### Cells colored by class

Scale: 3 px per um.
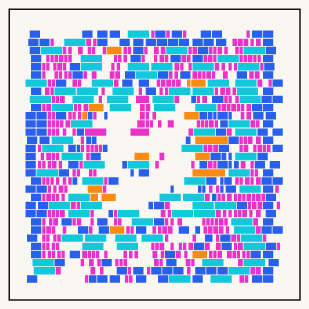
### The clock network

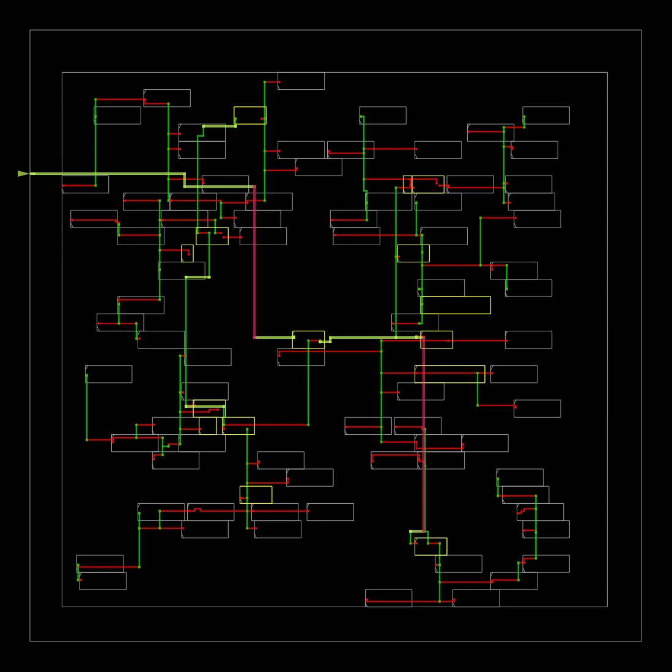
### Signal wires by layer

Scale: 3 px per um.
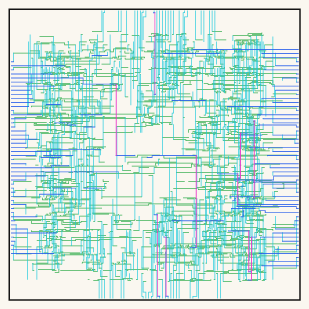
### Ports around the boundary

Scale: 4 px per um. Pins as bars across the die edge, other pins in gray.
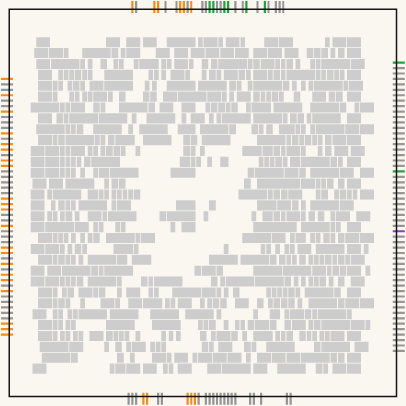
### Cell area per tile

Scale: 4 px per um. The die is cut into 10 by 10 equal tiles; black is low, pale yellow is high, 0 to 100% covered.
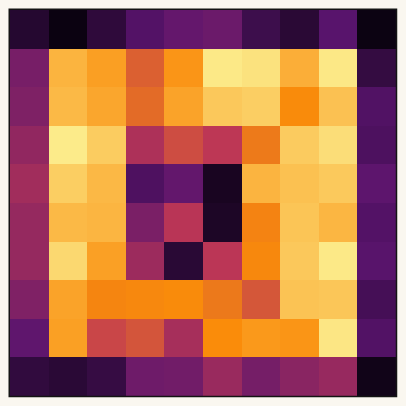
===== src/rtl/sir_master.sv =====
// sir_master: single-outstanding SIR bus master.
// Accepts one command at a time, drives the shared SIR select/address/data
// lines, waits for the OR-ed slave acknowledge, returns a one-cycle response,
// then waits for the acknowledge to drop before the next access.
// Optional feature macro: SIR_MASTER_TIMEOUT_EN. When defined, an ACCESS that
// sees no SirDack for TIMEOUT cycles ends with an error response (RspErr=1).
`timescale 1ns/1ps

module sir_master #(
  parameter int unsigned ADDRWIDTH = 8,
  parameter int unsigned DATAWIDTH = 32,
  parameter int unsigned TIMEOUT   = 16
) (
  input  logic                 clk,
  input  logic                 rst,
  input  logic                 CmdValid,
  output logic                 CmdReady,
  input  logic                 CmdRead,
  input  logic [ADDRWIDTH-1:0] CmdAddr,
  input  logic [DATAWIDTH-1:0] CmdWdat,
  output logic                 RspValid,
  output logic [DATAWIDTH-1:0] RspRdat,
  output logic                 RspErr,
  output logic                 SirSel,
  output logic                 SirRead,
  output logic [ADDRWIDTH-1:0] SirAddr,
  output logic [DATAWIDTH-1:0] SirWdat,
  input  logic                 SirDack,
  input  logic [DATAWIDTH-1:0] SirRdat
);

  typedef enum logic [1:0] {
    IDLE    = 2'd0,
    ACCESS  = 2'd1,
    RELEASE = 2'd2
  } state_t;

  state_t state;

  // Commands are only taken while no bus access is in flight.
  assign CmdReady = (state == IDLE);

`ifdef SIR_MASTER_TIMEOUT_EN
  localparam logic [7:0] TimeoutLast = 8'(TIMEOUT - 1);

  logic [7:0] toCnt;
  logic       toHit;
  logic       rspErrQ;

  assign toHit  = (toCnt == TimeoutLast);
  assign RspErr = rspErrQ;
`else
  assign RspErr = 1'b0;
`endif

  // Bus FSM: accept, access until acknowledge (or timeout), release until
  // the acknowledge drops so every slave sees a fresh rising edge.
  always_ff @(posedge clk) begin
    if (rst) begin
      state    <= IDLE;
      SirSel   <= 1'b0;
      SirRead  <= 1'b0;
      SirAddr  <= '0;
      SirWdat  <= '0;
      RspValid <= 1'b0;
      RspRdat  <= '0;
`ifdef SIR_MASTER_TIMEOUT_EN
      rspErrQ  <= 1'b0;
      toCnt    <= '0;
`endif
    end else begin
      RspValid <= 1'b0;
      case (state)
        IDLE: begin
          if (CmdValid) begin
            SirRead <= CmdRead;
            SirAddr <= CmdAddr;
            SirWdat <= CmdWdat;
            SirSel  <= 1'b1;
            state   <= ACCESS;
`ifdef SIR_MASTER_TIMEOUT_EN
            toCnt   <= '0;
`endif
          end
        end
        ACCESS: begin
          // An acknowledge on the timeout edge still wins over the error.
          if (SirDack) begin
            RspRdat  <= SirRead ? SirRdat : '0;
            RspValid <= 1'b1;
            SirSel   <= 1'b0;
            state    <= RELEASE;
`ifdef SIR_MASTER_TIMEOUT_EN
            rspErrQ  <= 1'b0;
          end else if (toHit) begin
            RspRdat  <= '0;
            RspValid <= 1'b1;
            rspErrQ  <= 1'b1;
            SirSel   <= 1'b0;
            state    <= RELEASE;
          end else begin
            toCnt    <= toCnt + 8'd1;
`endif
          end
        end
        RELEASE: begin
          if (!SirDack) begin
            state <= IDLE;
          end
        end
        default: begin
          state  <= IDLE;
          SirSel <= 1'b0;
        end
      endcase
    end
  end

endmodule


===== config.mk =====
export PLATFORM = sky130hd
export DESIGN_NAME = sir_master
export DESIGN_NICKNAME = d
export VERILOG_FILES = /design/src/rtl/sir_master.sv
export SDC_FILE = /design/constraint.sdc
export NUM_CORES = 1
export LEC_CHECK = 0
export ABC_AREA = 1
export CAP_MARGIN = 10
export CORE_MARGIN = 5
export CORE_UTILIZATION = 45
export DETAILED_ROUTE_END_ITERATION = 8
export GPL_TIMING_DRIVEN = 0
export PLACE_DENSITY = 0.94
export SYNTH_ARGS = -nofsm -noshare
export SYNTH_HDL_FRONTEND = slang
export SYNTH_SLANG_ARGS = --single-unit

===== constraint.sdc =====
create_clock -name clk -period 3.15 [get_ports clk]
set_clock_uncertainty 0.05 [all_clocks]
set_input_delay 0.315 -clock clk [delete_from_list [all_inputs] [get_ports clk]]
set_output_delay 0.315 -clock clk [all_outputs]
set_load 0.05 [all_outputs]

==> notes.md <==
Implementation status.

- Buffers inserted to repair hold after CTS numbered 0.
- The Yosys step of the flow raised 0 warnings.
- After technology mapping, the gate count stands at roughly 500.
- For this design the total switching power over the nets is roughly 0.80 mW.
- After layout, the minimum clock period comes to roughly 2500 ps.
- Power attributed to sequential cells is between 1 and 1.5 mW.
- The routed via count is ~3700.
- The commonest cells after synthesis are sky130_fd_sc_hd__nand2_1 (141), sky130_fd_sc_hd__dfxtp_1 (77), sky130_fd_sc_hd__inv_1 (73).
- The area of all placed cells without fillers is ~5200 sq um.
- The count of routing violations after the opening detailed-route iteration is around 130.
- The class of the tightest hold or removal check is input pin to flop.
- Across all stage logs, warnings added up to 26.
- The initial antenna violation count is 0.
- Together, buffers and inverters on the worst path number 3.
- The aggregate global-route resource usage is 23.7%.
- The DRC violations left is 0.
- STA classifies the critical path endpoint as an output pin.
- The power per cell area is slightly below 500 nW/um^2.
- For the worst reg-to-reg path, the startpoint reported by OpenROAD is state[0].
- The critical path is of the flop to output pin type.
- The placement stage leaves a total instance area of between 4000 and 5000 sq um.
- From the final report, the count of setup violators was given as 0.
- The synthesized-area fraction occupied by and/or/nand/nor cells is between 30 and 40%.
- After Yosys synthesis, XOR and XNOR cells account for 0% of the synthesized area.
- The final wirelength is about 11 mm.
- The count of plain and timing-repair buffers in the layout is approximately 190.
- Per STA, the worst path accumulates the most delay in the family buffers and inverters.
- The flow ran to the end, and the final reports show no timing, DRC or antenna violations.
- For met2 alone, demand over resource in global routing was about two fifths.
- At the pin with the least slew margin, the transition time is around 540 ps.
- Of the total standard cell area in the layout, the multi-input combinational portion is between 20% and 30%.
- Measured on the final layout, the clock distribution area share stands at 4.10%.
- The number of top-level pins is between 150 and 200.
- The largest power group is sequential cells.
- The setup slack of the critical path after layout is approximately 650 ps.
## Picture notes: 'Cells colored by class'
[flops] cyan | cells: 77
[clock drivers and dummy loads] orange | cells: 15
[all other logic] magenta | cells: 385
[other buffers and delay cells] blue | cells: 187

## Picture notes: 'The clock network'
total CTS buffers: 9
Skew-Pair Late Insertion Delay: 340 ps

## Picture notes: 'Signal wires by layer'
[met2] cyan | wire length: 5170 um
[met1] green | wire length: 4210 um
[met3] blue | wire length: 1050 um
[met4] magenta | wire length: 207 um

## Picture notes: 'Ports around the boundary'
[`RspRdat`] orange | pins: 32 | direction: output | edge: 21 left, 6 top, 5 bottom
[`CmdAddr`] green | pins: 8 | direction: input | edge: 6 top, 2 right
[`CmdValid`] purple | pins: 1 | direction: input | edge: right
height of the die: 96.5 um
Port-buffer cells: 151
die boundary width: 96.5 um

## Picture notes: 'Cell area per tile'
emptiest ninth of the die: middle
tiles over 75% full: 37%
mean over tiles: 55%
Core Box Area: 7250 sq um
initial cell density of the core: 46.4%
fin util: 71.9%

Power figures rest on the tool's default switching activity, not on a simulated workload.
